===== config.mk =====
export PLATFORM = sky130hd
export DESIGN_NAME = io_bus_bridge
export DESIGN_NICKNAME = d
export VERILOG_FILES = /design/src/rtl/io_bus_bridge.sv
export SDC_FILE = /design/constraint.sdc
export NUM_CORES = 1
export LEC_CHECK = 0
export CAP_MARGIN = 20
export CORE_MARGIN = 2
export CORE_UTILIZATION = 44
export CTS_BUF_LIST = sky130_fd_sc_hd__clkbuf_8
export CTS_CLUSTER_DIAMETER = 50
export DETAILED_ROUTE_END_ITERATION = 8
export PLACE_DENSITY = 0.86
export SLEW_MARGIN = 20
export SYNTH_ARGS = -nofsm -noshare
export SYNTH_HDL_FRONTEND = slang
export SYNTH_SLANG_ARGS = --single-unit

===== constraint.sdc =====
create_clock -name CLK -period 3.8 [get_ports CLK]
set_input_delay 0.76 -clock CLK [delete_from_list [all_inputs] [get_ports CLK]]
set_output_delay 0.76 -clock CLK [all_outputs]
set_load 0.05 [all_outputs]

===== src/rtl/io_bus_bridge.sv =====
// io_bus_bridge: sequences one decoded CPU I/O request into a timed device
// cycle (chip select, setup, strobe, BUSYn wait, read capture) and returns a
// one-cycle active-low READYn. All state advances only on CE cycles.
module io_bus_bridge #(
    parameter int unsigned NCH     = 8,
    parameter int unsigned DW      = 16,
    parameter int unsigned SETUP   = 1,
    parameter int unsigned STROBE  = 2,
    parameter int unsigned TIMEOUT = 255,
    parameter int unsigned SW      = (NCH > 1) ? $clog2(NCH) : 1
) (
    input  logic              CLK,
    input  logic              RESn,
    input  logic              CE,
    input  logic              REQ,
    input  logic [SW-1:0]     SEL,
    input  logic              RW,
    input  logic [DW-1:0]     WDATA,
    output logic [DW-1:0]     RDATA,
    output logic              READYn,
    output logic [NCH-1:0]    CSn,
    output logic              RDn,
    output logic              WRn,
    output logic [DW-1:0]     DEV_DI,
    input  logic [NCH*DW-1:0] DEV_DO,
    input  logic [NCH-1:0]    DEV_BUSYn,
    output logic              TOERR,
    output logic [7:0]        ERR_CNT
);

    // One shared phase counter covers setup, strobe and wait lengths.
    localparam int unsigned MAXA = (SETUP > STROBE) ? SETUP : STROBE;
    localparam int unsigned MAXC = (MAXA > TIMEOUT) ? MAXA : TIMEOUT;
    localparam int unsigned CW   = (MAXC > 1) ? $clog2(MAXC + 1) : 1;

    typedef enum logic [2:0] {
        S_IDLE,
        S_SETUP,
        S_STROBE,
        S_WAIT,
        S_DONE
    } state_t;

    state_t          state_q, state_d;
    logic [CW-1:0]   cnt_q, cnt_d;
    logic [SW-1:0]   sel_q, sel_d;
    logic            rw_q, rw_d;
    logic [NCH-1:0]  csn_q, csn_d;
    logic            rdn_q, rdn_d;
    logic            wrn_q, wrn_d;
    logic            rdyn_q, rdyn_d;
    logic [DW-1:0]   rdata_q, rdata_d;
    logic [DW-1:0]   di_q, di_d;
    logic            toerr_q, toerr_d;
    logic [7:0]      errcnt_q, errcnt_d;

    logic [NCH-1:0]  cs_sel_c;
    logic [DW-1:0]   dev_rd_c;
    logic            busy_sel_c;
    logic            mapped_c;

    // Channel decode: chip-select pattern for the request, read data and busy of the latched channel.
    always_comb begin
        cs_sel_c   = '1;
        dev_rd_c   = '0;
        busy_sel_c = 1'b0;
        for (int i = 0; i < int'(NCH); i++) begin
            if (SEL == SW'(i)) cs_sel_c[i] = 1'b0;
            if (sel_q == SW'(i)) begin
                dev_rd_c   = DEV_DO[i*DW +: DW];
                busy_sel_c = DEV_BUSYn[i];
            end
        end
        mapped_c = (32'(SEL) < NCH);
    end

    // State and output registers; CE=0 freezes everything.
    always_ff @(posedge CLK or negedge RESn) begin
        if (!RESn) begin
            state_q  <= S_IDLE;
            cnt_q    <= '0;
            sel_q    <= '0;
            rw_q     <= 1'b0;
            csn_q    <= '1;
            rdn_q    <= 1'b1;
            wrn_q    <= 1'b1;
            rdyn_q   <= 1'b1;
            rdata_q  <= '0;
            di_q     <= '0;
            toerr_q  <= 1'b0;
            errcnt_q <= '0;
        end else if (CE) begin
            state_q  <= state_d;
            cnt_q    <= cnt_d;
            sel_q    <= sel_d;
            rw_q     <= rw_d;
            csn_q    <= csn_d;
            rdn_q    <= rdn_d;
            wrn_q    <= wrn_d;
            rdyn_q   <= rdyn_d;
            rdata_q  <= rdata_d;
            di_q     <= di_d;
            toerr_q  <= toerr_d;
            errcnt_q <= errcnt_d;
        end
    end

    // Next state; outputs are computed for the state being entered.
    always_comb begin
        state_d  = state_q;
        cnt_d    = cnt_q;
        sel_d    = sel_q;
        rw_d     = rw_q;
        csn_d    = csn_q;
        rdn_d    = rdn_q;
        wrn_d    = wrn_q;
        rdyn_d   = 1'b1;
        rdata_d  = rdata_q;
        di_d     = di_q;
        toerr_d  = 1'b0;
        errcnt_d = errcnt_q;
        unique case (state_q)
            S_IDLE: begin
                if (REQ) begin
                    sel_d = SEL;
                    rw_d  = RW;
                    di_d  = WDATA;
                    cnt_d = '0;
                    if (mapped_c) begin
                        csn_d = cs_sel_c;
                        if (SETUP == 0) begin
                            state_d = S_STROBE;
                            rdn_d   = ~RW;
                            wrn_d   = RW;
                        end else begin
                            state_d = S_SETUP;
                        end
                    end else begin
                        state_d = S_DONE;
                        rdyn_d  = 1'b0;
                        if (RW) rdata_d = '0;
                    end
                end
            end
            S_SETUP: begin
                if (cnt_q == CW'(SETUP - 1)) begin
                    cnt_d   = '0;
                    state_d = S_STROBE;
                    rdn_d   = ~rw_q;
                    wrn_d   = rw_q;
                end else begin
                    cnt_d = cnt_q + CW'(1);
                end
            end
            S_STROBE: begin
                if (cnt_q == CW'(STROBE - 1)) begin
                    cnt_d   = '0;
                    state_d = S_WAIT;
                end else begin
                    cnt_d = cnt_q + CW'(1);
                end
            end
            S_WAIT: begin
                if (busy_sel_c) begin
                    if (rw_q) rdata_d = dev_rd_c;
                    rdn_d   = 1'b1;
                    wrn_d   = 1'b1;
                    rdyn_d  = 1'b0;
                    state_d = S_DONE;
                end else if ((TIMEOUT != 0) && (cnt_q == CW'(TIMEOUT - 1))) begin
                    if (rw_q) rdata_d = '1;
                    toerr_d = 1'b1;
                    if (errcnt_q != 8'hFF) errcnt_d = errcnt_q + 8'd1;
                    rdn_d   = 1'b1;
                    wrn_d   = 1'b1;
                    rdyn_d  = 1'b0;
                    state_d = S_DONE;
                end else begin
                    cnt_d = cnt_q + CW'(1);
                end
            end
            S_DONE: begin
                csn_d   = '1;
                cnt_d   = '0;
                state_d = S_IDLE;
            end
            default: state_d = S_IDLE;
        endcase
    end

    assign RDATA   = rdata_q;
    assign READYn  = rdyn_q;
    assign CSn     = csn_q;
    assign RDn     = rdn_q;
    assign WRn     = wrn_q;
    assign DEV_DI  = di_q;
    assign TOERR   = toerr_q;
    assign ERR_CNT = errcnt_q;

endmodule

registers.png
Bar = 20 um.
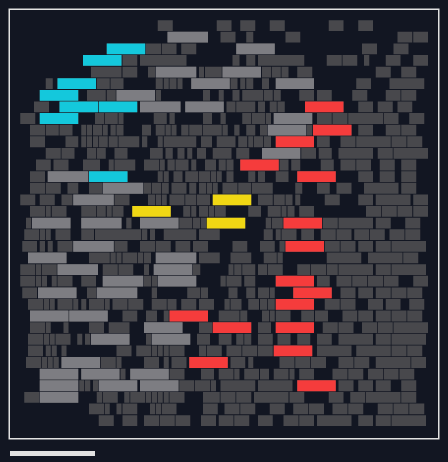
| color | name in the netlist | sequential cells |
|---|---|---|
| cyan | `ERR_CNT` | 8 |
| red | `RDATA` | 16 |
| yellow | `state_q` | 3 |
not colored: 40
Seq power: 1320 uW
sequential cell area share: 25.9%
area occupied by registers: 1690 sq um

port_nets.png
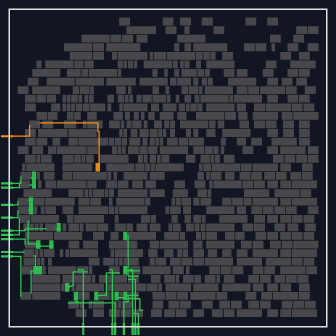
| color | port | bits | direction | edge | end cells | buffers | wire |
|---|---|---|---|---|---|---|---|
| green | `WDATA` | 16 | input | 9 west, 7 south | 16 | 16 | 281 um |
| orange | `RW` | 1 | input | west | 1 | 1 | 42.1 um |

metal_stack.png
Bar = 20 um.
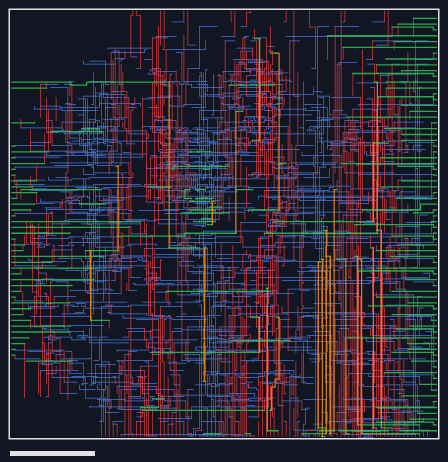
| color | layer | wire length |
|---|---|---|
| red | met2 | 6930 um |
| blue | met1 | 5280 um |
| green | met3 | 1400 um |
| orange | met4 | 756 um |

final_clocks.png
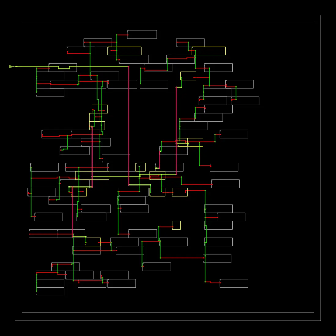
Skew-Pair Late Insertion Delay: 340 ps
Clock Skew: 7.46 ps

drive_strength.png
Bar = 20 um.
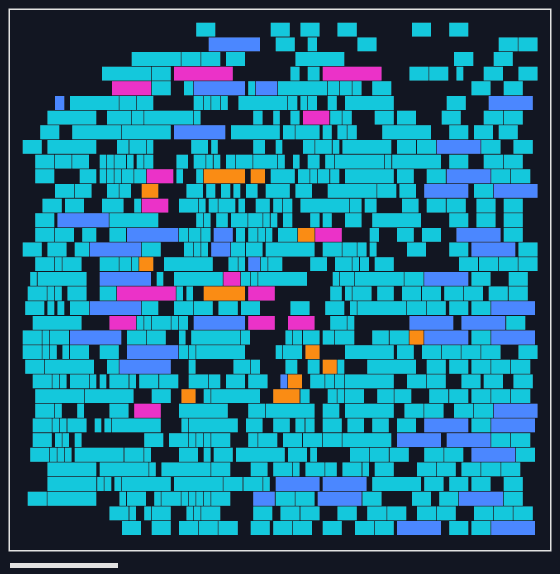
| color | size | cells |
|---|---|---|
| magenta | drive 6 and up | 14 |
| blue | drive 2 | 44 |
| cyan | drive 1 or less | 538 |
| orange | drive 3 to 4 | 12 |

## power breakdown
part	switching [uW]	internal [uW]
clock network	294	440
registers	301	1020
logic	1700	1230
total	2290	2690
## worst max-delay path, cell delays in order
cell	delay, ps
clkdlybuf4s50_1	460
nand2_1	50
o21ai_0	460
o31a_1	220
nor2_1	90
nor2_2	550
a2bb2oi_1	240
## synth_stat cells, drive strengths merged (2+ instances only)
cell / n / area [sq um]
a211oi: 4 / 30.0
a21oi: 21 / 105
a22o: 4 / 35.0
a2bb2oi: 16 / 140
a31oi: 6 / 52.6
and3: 5 / 31.3
and4: 2 / 17.5
buf: 10 / 63.8
clkbuf: 12 / 45.0
dfrtp: 56 / 1400
dfstp: 11 / 289
ha: 5 / 62.6
inv: 13 / 48.8
mux2: 3 / 33.8
mux2i: 17 / 170
mux4: 25 / 563
nand2: 74 / 278
nand2b: 3 / 18.8
nand3: 8 / 45.0
nand4: 4 / 25.0
nor2: 28 / 108
nor2b: 5 / 38.8
nor3: 3 / 15.0
nor4: 2 / 12.5
o21ai: 18 / 90.1
o22a: 3 / 26.3
o22ai: 2 / 12.5
o32a: 4 / 40.0
or3: 6 / 37.5
xor2: 7 / 61.3
## worst paths after layout
path                                   end    startpoint  cells after the start
worst max-delay path              RDATA[0]  DEV_BUSYn[2]                      7
worst min-delay path                   RDn           RDn                      2
worst max register to register  ERR_CNT[1]      sel_q[1]                      6
worst min register to register         RDn           RDn                      2
max in group asynchronous              RDn          RESn                      2
min in group asynchronous       ERR_CNT[2]          RESn                      1
## logic make-up (layout without fill, tap and decap cells)
kind of cell | after synthesis | count (layout) | synth area share, %
XOR/XNOR | 7 | 7 | 1.51
buffers and inverters | 35 | 247 | 3.87
AND-OR/OR-AND | 91 | 91 | 16.2
AND/OR/NAND/NOR | 145 | 145 | 16.3
multiplexers | 45 | 45 | 18.8
flip-flops | 67 | 67 | 41.5
other | 0 | 4 | 0
adder cells (fa/ha/maj) | 6 | 6 | 1.78
## per-stage QoR
step                      worst slack (ps)  cells  area (sq um)  hold WS (ps)
after floorplan                       1460    396          4070           452
after global placement                 955    703          6280           458
after detailed placement               880    703          6280           466
after CTS                             1230    719          6520           477
after global routing                  1100    723          6530           494
final                                 1200    723          6530           476
## cell type report
class | count | share of cell area (%)
diodes | 4 | 0.153
clock buffers | 9 | 1.90
clock inverters | 7 | 1.90
inverters | 13 | 0.747
multi-input cells | 294 | 34.0
flip-flops and latches | 67 | 25.9
well taps | 111 | 2.13
repair buffers | 218 | 33.2
## registers in the layout, indices dropped and copies added (netlist names)
signal	cells
state_q	3
DEV_DI	16
CSn	8
cnt_q	8
WRn	1
RDn	1
rw_q	1
READYn	1
TOERR	1
ERR_CNT	8
sel_q	3
RDATA	16
## layer usage
metal	vias up	GRT usage (%)	wire length [um]	part of all wire [%]
met2	215	48.4	6930	48
met1	1998	31.9	5280	37
met3	49	9.40	1400	9.8
met5	-	0	0	0
li1	1888	-	-	-
met4	0	17.7	755	5.3
==> flow_summary.toml <==
# generated from flow reports
[outcome]
outcome = "complete, no violations"

[critical_path]
critPathRequiredTime_ps = 4050
critPathLaunchType = "input pin"
r2r_slack_ps = 1230

[cts]
holdBufCountCts = 0
cts-root-buf = "clkbuf_8"
cts_sinks = 67
cts_tree = "done"
cts-resized-gates = 0
clk_pin_slew_ps = 70
cts_setup_buffers = 0
cts_made_buffers = 9
htreeDepth = 3

[sta]
slew_violations = 0
tns_ps = 0
tightestPinTransition_ps = 852
max_freq_mhz = 385
setup_viol = 0
rsz0062_at_grt = "no"

[drt]
routed_wl_um = 14400
num_vias = 4150
drc = 0
routedWlPerCell_um = 19.9
via_per_inst = 5.74
drt_iter0_markers = 194

[grt]
antenna_found_initial = 4
grt_overflow = 0
grt_usage_pct = 28.9
grt_pass1_wl_um = 22300

[pwr]
power_density_nw_per_um2 = 762
total_power_uw = 4980
p_leak_uw = 0.00272

[logic_synthesis]
syn_area_per_cell_sq_um = 10.3
synthCells = 396
yosys_cells = 396
ys_types = 58
ys_seq_share_pct = 41.5
flop_cell = "dfrtp_1"
yosys_area_sq_um = 4070
syn_nets = 561
ys_ff = 67

[floorplan]
core_sq_um = 9110
die_width_um = 100
die-height_um = 100
rows = 35
fp-utilization_pct = 44.7
dieArea_sq_um = 10000
ios = 212

[place]
globalplace.congestion = 0.969
portBuffers = 211

[final_layout]
final_common_cell = "clkdlybuf4s50_1"
final_core_util_pct = 71.7
layout-drive-gt1-share_pct = 11.5
fill_cells = 668
layout_top_cells = "clkdlybuf4s50_1 (210), nand2_1 (74), dfrtp_1 (55)"
syn_to_final_growth_pct = 60.4

[run]
warning_count = 29

[worst_hold_path]
hold_class = "reg2reg"
No activity file was given, so power comes from the tool's default toggle rates.
